## src/rtl/lane_ser_pkg.sv

```systemverilog
// lane_ser_pkg
// Shared constants and types for the lane serializer slice.
//   LANES          : number of lanes per input word (fixed at 8)
//   LANE_W_DEFAULT : default lane / output byte width
//   IDX_W          : width of the lane counter and OutIndex
//   state_t        : serializer FSM states
package lane_ser_pkg;

  localparam int LANES          = 8;
  localparam int LANE_W_DEFAULT = 8;
  localparam int IDX_W          = 3;

  typedef enum logic {
    IDLE = 1'b0,
    SEND = 1'b1
  } state_t;

endpackage

```

## src/rtl/lane_ser_mux.sv

```systemverilog
// lane_ser_mux
// Combinational 8:1 lane selector from the holding register.
// Ports:
//   word : packed word, lane 1 in the least significant LANE_W bits
//   sel  : zero-based lane number to select
//   data : selected lane
module lane_ser_mux
  import lane_ser_pkg::*;
#(
  parameter int LANE_W = LANE_W_DEFAULT
) (
  input  logic [LANES*LANE_W-1:0] word,
  input  logic [IDX_W-1:0]        sel,
  output logic [LANE_W-1:0]       data
);

  always_comb begin
    data = '0;
    for (int i = 0; i < LANES; i++) begin
      if (sel == IDX_W'(i)) data = word[i*LANE_W +: LANE_W];
    end
  end

endmodule

```

## src/rtl/lane_serializer.sv

```systemverilog
// lane_serializer
// Turns one 8-lane word into eight single-lane beats with valid/ready
// flow control on both sides. The next word is accepted on the same edge
// as the last lane of the current word, so back-to-back words stream at
// one lane per cycle with no bubble.
// Ports:
//   Clk, Rst          : clock, synchronous active-high reset
//   InValid, InReady  : input word handshake
//   In1..In8          : input lanes 1..8
//   OutValid, OutReady: output beat handshake
//   OutData           : current lane
//   OutIndex          : zero-based lane number of OutData
//   OutLast           : final lane of the word
// Build option: define LANE_SER_MSB_FIRST_EN to emit lanes 8 down to 1.
module lane_serializer
  import lane_ser_pkg::*;
#(
  parameter int LANE_W = LANE_W_DEFAULT
) (
  input  logic              Clk,
  input  logic              Rst,
  input  logic              InValid,
  output logic              InReady,
  input  logic [LANE_W-1:0] In1,
  input  logic [LANE_W-1:0] In2,
  input  logic [LANE_W-1:0] In3,
  input  logic [LANE_W-1:0] In4,
  input  logic [LANE_W-1:0] In5,
  input  logic [LANE_W-1:0] In6,
  input  logic [LANE_W-1:0] In7,
  input  logic [LANE_W-1:0] In8,
  output logic              OutValid,
  input  logic              OutReady,
  output logic [LANE_W-1:0] OutData,
  output logic [IDX_W-1:0]  OutIndex,
  output logic              OutLast
);

`ifdef LANE_SER_MSB_FIRST_EN
  localparam logic [IDX_W-1:0] FIRST_IDX = IDX_W'(LANES - 1);
  localparam logic [IDX_W-1:0] LAST_IDX  = '0;
`else
  localparam logic [IDX_W-1:0] FIRST_IDX = '0;
  localparam logic [IDX_W-1:0] LAST_IDX  = IDX_W'(LANES - 1);
`endif

  state_t                  state_p1;
  logic [IDX_W-1:0]        idx_p1;
  logic [LANES*LANE_W-1:0] word_p1;

  logic out_xfer;
  logic last_xfer;
  logic in_xfer;

  function automatic logic [IDX_W-1:0] next_idx(input logic [IDX_W-1:0] idx);
`ifdef LANE_SER_MSB_FIRST_EN
    return idx - IDX_W'(1);
`else
    return idx + IDX_W'(1);
`endif
  endfunction

  assign OutValid  = (state_p1 == SEND);
  assign out_xfer  = OutValid && OutReady;
  assign last_xfer = out_xfer && (idx_p1 == LAST_IDX);
  // InReady looks only at state, OutReady and the counter, never InValid.
  assign InReady   = !Rst && ((state_p1 == IDLE) || last_xfer);
  assign in_xfer   = InValid && InReady;

  // Stage p0 -> p1: capture word, advance lane counter and FSM
  always_ff @(posedge Clk) begin
    if (Rst) begin
      state_p1 <= IDLE;
      idx_p1   <= '0;
      word_p1  <= '0;
    end else begin
      if (in_xfer) begin
        word_p1  <= {In8, In7, In6, In5, In4, In3, In2, In1};
        idx_p1   <= FIRST_IDX;
        state_p1 <= SEND;
      end else if (last_xfer) begin
        state_p1 <= IDLE;
      end else if (out_xfer) begin
        idx_p1   <= next_idx(idx_p1);
      end
    end
  end

  // Stage p1 -> output: lane select from held word
  lane_ser_mux #(
    .LANE_W (LANE_W)
  ) u_mux (
    .word (word_p1),
    .sel  (idx_p1),
    .data (OutData)
  );

  assign OutIndex = idx_p1;
  assign OutLast  = OutValid && (idx_p1 == LAST_IDX);

endmodule

```

## config.mk

```make
export PLATFORM = sky130hd
export DESIGN_NAME = lane_serializer
export DESIGN_NICKNAME = d
export VERILOG_FILES = /design/src/rtl/lane_ser_pkg.sv /design/src/rtl/lane_ser_mux.sv /design/src/rtl/lane_serializer.sv
export SDC_FILE = /design/constraint.sdc
export NUM_CORES = 1
export LEC_CHECK = 0
export ABC_CLOCK_PERIOD_IN_PS = 2500
export CAP_MARGIN = 20
export CORE_ASPECT_RATIO = 1.2
export CORE_MARGIN = 3
export CORE_UTILIZATION = 32
export DETAILED_ROUTE_END_ITERATION = 10
export PLACE_DENSITY = 0.64
export SLEW_MARGIN = 30
export SYNTH_ARGS = -nofsm -noshare
export SYNTH_HDL_FRONTEND = slang
export SYNTH_SLANG_ARGS = --single-unit
```

## constraint.sdc

```tcl
create_clock -name Clk -period 2.5 [get_ports Clk]
set_clock_uncertainty 0.05 [all_clocks]
set_input_delay 0.75 -clock Clk [delete_from_list [all_inputs] [get_ports Clk]]
set_output_delay 0.75 -clock Clk [all_outputs]
set_load 0.005 [all_outputs]
```

Figure 1. Placed standard cells (run 1).
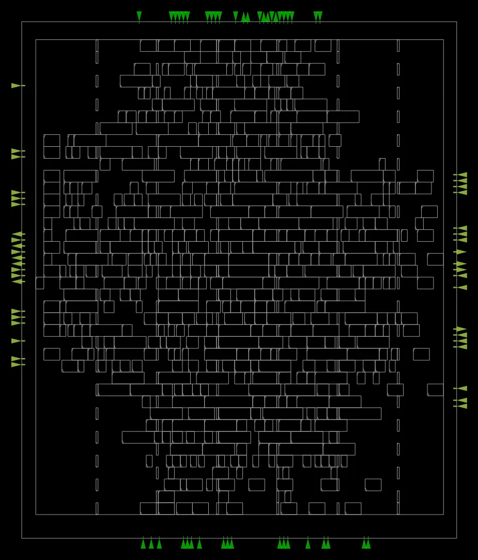
sequential share of cell area: 25.7%
Post-Route Utilization: 52.3%
seq_cells: 68

Figure 2. Sequential cells colored by netlist name (run 1).
(2 px per um) Other sequential cells in the stronger gray, the rest of the logic in the fainter gray.
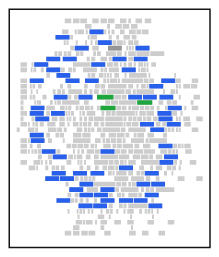
Key: `OutIndex` = green [placed flops 3]; `word_p1` = blue [placed flops 64]
Another 1 sequential cells are not colored.
register area: 1370 sq um
power in sequential cells: 1.21 mW

Figure 3. Placement by cell class (run 1).
(2 px per um)
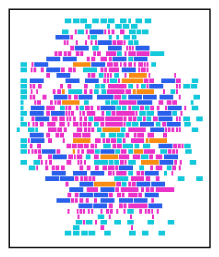
Key: remaining logic cells = magenta [cells 328, share of their area 41%]; clock drivers and dummy loads = orange [cells 16, share of their area 6.2%]; sequential cells = blue [cells 68, share of their area 27%]; remaining buffers and delay cells = cyan [cells 144, share of their area 26%]

Figure 4. Clock distribution (run 1).
(2 px per um)
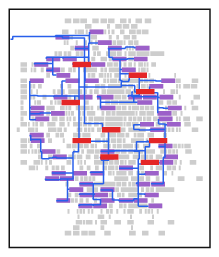
Key: flip-flops = purple [count 68]; clock-net drivers = red [count 9]; clock wires = blue [length 949 um]
There are 10 routed clock nets.
Clock Power Share: 45.1%
clk latency late pin: 330 ps
Clock net power: 1.37 mW

==> GITHUB_STEP_SUMMARY, run 1 <==
### Metrics collected by this job

| Metric | Value |
|---|---|
| MI comb cells | roughly 310 |
| Die height | 118 um |
| DR vias | about 3400 |
| Status | finished, violations left |
| Worst hold path stage count | 2 |
| Post-CTS setup buffers | 12 |
| Lkg Pwr | 2.05 nW |
| Tcrit/Tclk final | 117% |
| Reg2reg start | OutIndex[2]$_SDFFE_PP0P_ |
| Total track usage | about a fifth |
| # setup viols final | 8 |
| Multiplexer share | less than 1% |
| Final setup margin | -428 ps |
| Synth logic family | simple AND/OR/NAND/NOR gates |
| Worst Setup Start Kind | flop |
| Final Instance Area | between 5000 and 6000 sq um |
| Seq cells post-synth | slightly below 70 |
| Crit path DAT | between 2000 and 2500 ps |
| Fraction of registers with async set/reset | 0% |
| YS warnings | 0 |
| And+or+nand+nor area frac | ~29% |
| Final min period | between 2000 and 3000 ps |
| Fraction of area in multi-input gates | 39.1% |
| TNS Setup | -3160 ps |
| Post-route ant nets | 0 |
| Antenna violations before repair | 0 |
| Layout cells sized above 1 | approximately a quarter |
| Top cell category | combinational gates |
| Post-Route WL | approximately 11 mm |
| Non-Clock Inverter Count | 14 |
| Place WS | -775 ps |
| Mapped Avg Cell Area | 7.83 sq um |
| Tap Cells | approximately 130 |
| Row cnt | 40 |
| Yosys top cell area share | 40.4% |
| P_int | 2.32 mW |
| Hold Crit Class | flop to flop |
| TritonCTS Buffers | 9 |
| Average wire per standard cell | 16.5 um |
| Net Sw Power | ~720 uW |
| Combinational share of power | 15.2% |
| Reg-to-reg critical path endpoint | word_p1[5]$_SDFFE_PP0P_ |
| Fmax achieved | roughly 340 MHz |
| Drt initial violations | 229 |
| Failing checks | setup timing |
| DRC viols | 0 |
| Comb. cell area | around 2100 sq um |
| CP Max Fanout | 7 |
## run 1: per-layer routing
metal	routed length, um	share of wire (%)	global-route usage (%)	vias up
met3	609	5.4	4.90	26
met1	4710	42	21.8	1568
met4	265	2.4	8.88	0
met2	5640	50	31.4	124
met5	0	0	0	-
li1	-	-	-	1700
## run 1: cell usage after synthesis (2+ instances only)
library cell  count
a21oi_1          25
a221o_1           4
a221oi_1          7
and2_1            2
buf_2             5
buf_4             5
buf_6             7
clkbuf_1         15
dfxtp_1          68
ha_1              6
inv_1            14
nand2_1          76
nand2b_1         58
nand3b_1          8
nand4_1           2
nor2_1           18
nor2b_1           8
nor3_1            9
nor3b_1           5
o21ai_0          55
o21ai_1           4
o22ai_1           4
o31ai_1          14
## run 1: flip-flops by register name (all words and copies together) (netlist names)
register,cells
OutIndex,3
OutValid,1
word_p1,64
==> run 2, diff against run 1 <==
--- a/config.mk
+++ b/config.mk
@@ -6,7 +6,6 @@
 export NUM_CORES = 1
 export LEC_CHECK = 0
 export ABC_CLOCK_PERIOD_IN_PS = 2500
-export CAP_MARGIN = 20
 export CORE_ASPECT_RATIO = 1.2
 export CORE_MARGIN = 3
 export CORE_UTILIZATION = 32
Figure 5. Clock distribution (run 2).
(2 px per um)
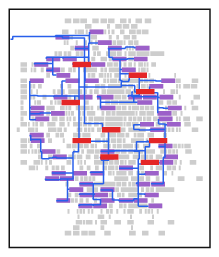
Key: flip-flops = purple [count 68]; clock wires = blue [length 949 um]; clock-net drivers = red [count 9]
There are 10 routed clock nets.

Figure 6. Nets reached from selected ports (run 2).
(4 px per um)
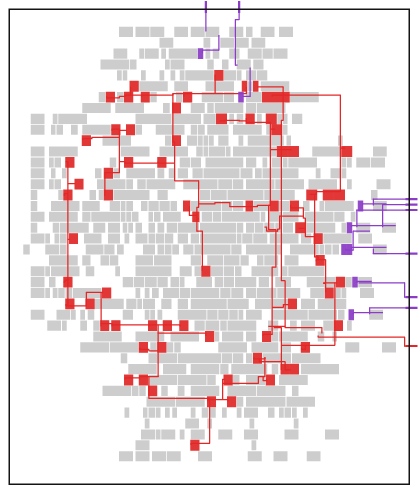
Key: `In4` = purple [bits 8, direction input, edge 6 east, 2 north, end cells 8, wire 159 um]; `Rst` = red [bits 1, direction input, edge east, end cells 70, wire 726 um]
# IOs: 82
number of port buffers: 81

==> GITHUB_STEP_SUMMARY, run 2 <==
### Metrics collected by this job

| Metric | Value |
|---|---|
| Average wire per standard cell | 16.5 um (unchanged) |
| Non-Clock Inverter Count | 14 (unchanged) |
| Lkg Pwr | 2.05 nW (unchanged) |
| Highest routed layer | met4 |
| Net Sw Power | 723 uW (unchanged) |
| Combinational share of power | 15.2% (about the same) |
| Clock net power | 1.37 mW (about the same) |
| Register area | 1370 sq um (unchanged) |
| Failing checks | setup timing |
| Most common cell in the netlist | nand2_1 |
| Synth logic family | simple AND/OR/NAND/NOR gates |
| Top cell category | combinational gates |
| Gr busiest metal | met2 |
| Seq cells post-synth | 68 (unchanged) |
| Row cnt | 40 (unchanged) |
| Mapped Avg Cell Area | 7.83 sq um (unchanged) |
| TritonCTS Buffers | 9 (unchanged) |
| Seq_cells | 68 (unchanged) |
| DRC viols | 0 (unchanged) |
| Final setup margin | -428 ps (unchanged) |
| Max FFs per register | 64 (unchanged) |
| Post-CTS setup buffers | 12 (unchanged) |
| Power in sequential cells | 1.21 mW (about the same) |
| M1 GR Usage | 21.8% (unchanged) |
| DR vias | 3418 (unchanged) |
| # setup viols final | 8 (unchanged) |
| Reg2reg start | OutIndex[2]$_SDFFE_PP0P_ |
| TNS Setup | -3160 ps (unchanged) |
| Die height | 118 um (unchanged) |
| Total track usage | 18.7% (unchanged) |
| Post-route ant nets | 0 (unchanged) |
| Met3 usage | 4.90% (unchanged) |
| Tcrit/Tclk final | 117% (unchanged) |
| Post-synth top cells | nand2_1 (76), dfxtp_1 (68), nand2b_1 (58) |
| Tap Cells | 126 (unchanged) |
| Sequential share of cell area | 25.7% (unchanged) |
| And+or+nand+nor area frac | 28.6% (unchanged) |
| Clock Power Share | 45.1% (about the same) |
| Antenna violations before repair | 0 (unchanged) |
| M1 WL | 4.71 mm (unchanged) |
| Status | finished, violations left |
| Fmax achieved | 342 MHz (unchanged) |
Figure 7. Placement by cell class (run 2).
(2 px per um)
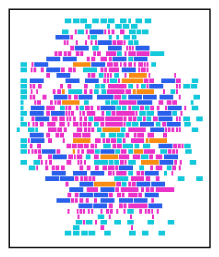
Key: remaining logic cells = magenta [cells 328, share of their area 41%]; sequential cells = blue [cells 68, share of their area 27%]; remaining buffers and delay cells = cyan [cells 144, share of their area 26%]; clock drivers and dummy loads = orange [cells 16, share of their area 6.2%]

## run 2: how the worst min path moves through the flow
stage,start,endpoint,slack (ps)
finish,word_p1[58]$_SDFFE_PP0P_,word_p1[58]$_SDFFE_PP0P_,430
global route,word_p1[57]$_SDFFE_PP0P_,word_p1[57]$_SDFFE_PP0P_,450
CTS,word_p1[6]$_SDFFE_PP0P_,word_p1[6]$_SDFFE_PP0P_,420
detailed placement,word_p1[63]$_SDFFE_PP0P_,word_p1[63]$_SDFFE_PP0P_,420
global placement,word_p1[57]$_SDFFE_PP0P_,word_p1[57]$_SDFFE_PP0P_,410
floorplan,word_p1[42]$_SDFFE_PP0P_,word_p1[42]$_SDFFE_PP0P_,390
## run 2: worst min-delay path: stages (launching register included)
cell,delay [ps]
dfxtp_1,310
nand2b_1,60
o21ai_0,60
Figure 8. Sequential cells colored by netlist name (run 2).
(2 px per um) Other sequential cells in the stronger gray, the rest of the logic in the fainter gray.
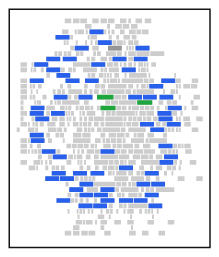

==> run 3, diff against run 2 <==
--- a/config.mk
+++ b/config.mk
@@ -10,7 +10,8 @@
 export CORE_MARGIN = 3
 export CORE_UTILIZATION = 32
 export DETAILED_ROUTE_END_ITERATION = 10
-export PLACE_DENSITY = 0.64
+export GPL_ROUTABILITY_DRIVEN = 0
+export PLACE_DENSITY = 0.65
 export SLEW_MARGIN = 30
 export SYNTH_ARGS = -nofsm -noshare
 export SYNTH_HDL_FRONTEND = slang
Figure 9. Sequential cells colored by netlist name (run 3).
(2 px per um) Other sequential cells in the stronger gray, the rest of the logic in the fainter gray.
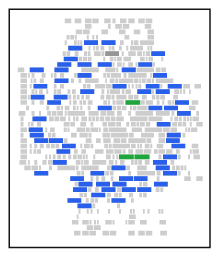
Key: `OutIndex` = green [placed flops 3]; `word_p1` = blue [placed flops 64]
Another 1 sequential cells are not colored.
sequential share of cell area: 27.3%
Post-Route Utilization: 49.2%
register area: 1370 sq um

Figure 10. Placed standard cells (run 3).
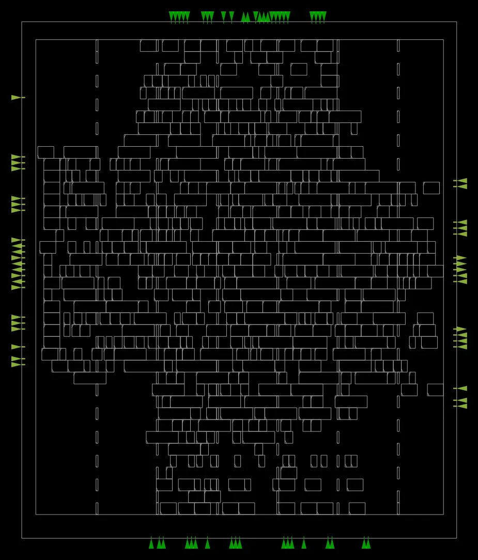
Tap Cells: 126
Filler cells: 971

==> GITHUB_STEP_SUMMARY, run 3 <==
### Metrics collected by this job

| Metric | Value |
|---|---|
| Crit path top cell by count | buf_2 |
| M1 WL | 4.39 mm (-6.8%) |
| Seq cells post-synth | 68 (unchanged) |
| # setup viols final | 10 (+2) |
| # IOs | 82 (unchanged) |
| Lkg Pwr | 1.85 nW (-9.5%) |
| DR vias | 3314 (-3.0%) |
| Gr busiest metal | met2 |
| Max FFs per register | 64 (unchanged) |
| TritonCTS Buffers | 9 (unchanged) |
| DRC viols | 0 (unchanged) |
| Number of port buffers | 81 (unchanged) |
| Row cnt | 40 (unchanged) |
| Failing checks | setup timing |
| Die height | 118 um (unchanged) |
| M1 GR Usage | 20.2% (-1.6 points) |
| Tcrit/Tclk final | 119% (+1.7 points) |
| Status | finished, violations left |
| Met3 usage | 3.96% (-0.94 points) |
| Final setup margin | -470 ps (-42.5 ps) |
| Post-synth top cells | nand2_1 (76), dfxtp_1 (68), nand2b_1 (58) |
| Top power group | sequential cells |
| Pins Over Slew Limit | 0 |
| Seq_cells | 68 (unchanged) |
| And+or+nand+nor area frac | 28.6% (unchanged) |
| Synth logic family | simple AND/OR/NAND/NOR gates |
| Combinational share of power | 15.3% (about the same) |
| Top cell category | combinational gates |
| Highest routed layer | met4 |
| Clock Power Share | 41.1% (-4.0 points) |
| Average wire per standard cell | 15.5 um (-5.7%) |
| TNS Setup | -3600 ps (-437 ps) |
| Most common cell in the netlist | nand2_1 |
| Net Sw Power | 675 uW (-6.6%) |
| Fmax achieved | 337 MHz (-1.4%) |
| Power in sequential cells | 1.21 mW (about the same) |
| Total track usage | 17.2% (-1.4 points) |
| Antenna violations before repair | 0 (unchanged) |
| Clock net power | 1.14 mW (-17%) |
| Mapped Avg Cell Area | 7.83 sq um (unchanged) |
Figure 11. Placement by cell class (run 3).
(2 px per um)
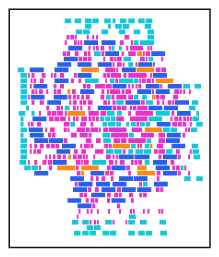
Key: sequential cells = blue [cells 68, share of their area 28%]; clock drivers and dummy loads = orange [cells 16, share of their area 5.6%]; remaining buffers and delay cells = cyan [cells 125, share of their area 25%]; remaining logic cells = magenta [cells 328, share of their area 41%]

-- run 3: what timing repair did --
| item | CTS | global route |
|---|---|---|
| setup endpoints to repair | 10 | 10 |
| setup buffers | 13 | 3 |
| pin swaps | 29 | 14 |
| resized | 91 | 8 |
| hold buffers | 0 | 0 |
| hold endpoints to repair | 0 | 0 |
-- run 3: path summary, 6_finish.rpt --
check	cells past startpoint	slack, ps	start	to
max	9	-470	OutIndex[0]$_SDFFE_PP0P_	OutData[6]
min	2	420	word_p1[60]$_SDFFE_PP0P_	word_p1[60]$_SDFFE_PP0P_
max reg2reg	12	330	OutIndex[0]$_SDFFE_PP0P_	word_p1[38]$_SDFFE_PP0P_
min reg2reg	2	420	word_p1[60]$_SDFFE_PP0P_	word_p1[60]$_SDFFE_PP0P_
No activity file was given, so power comes from the tool's default toggle rates.
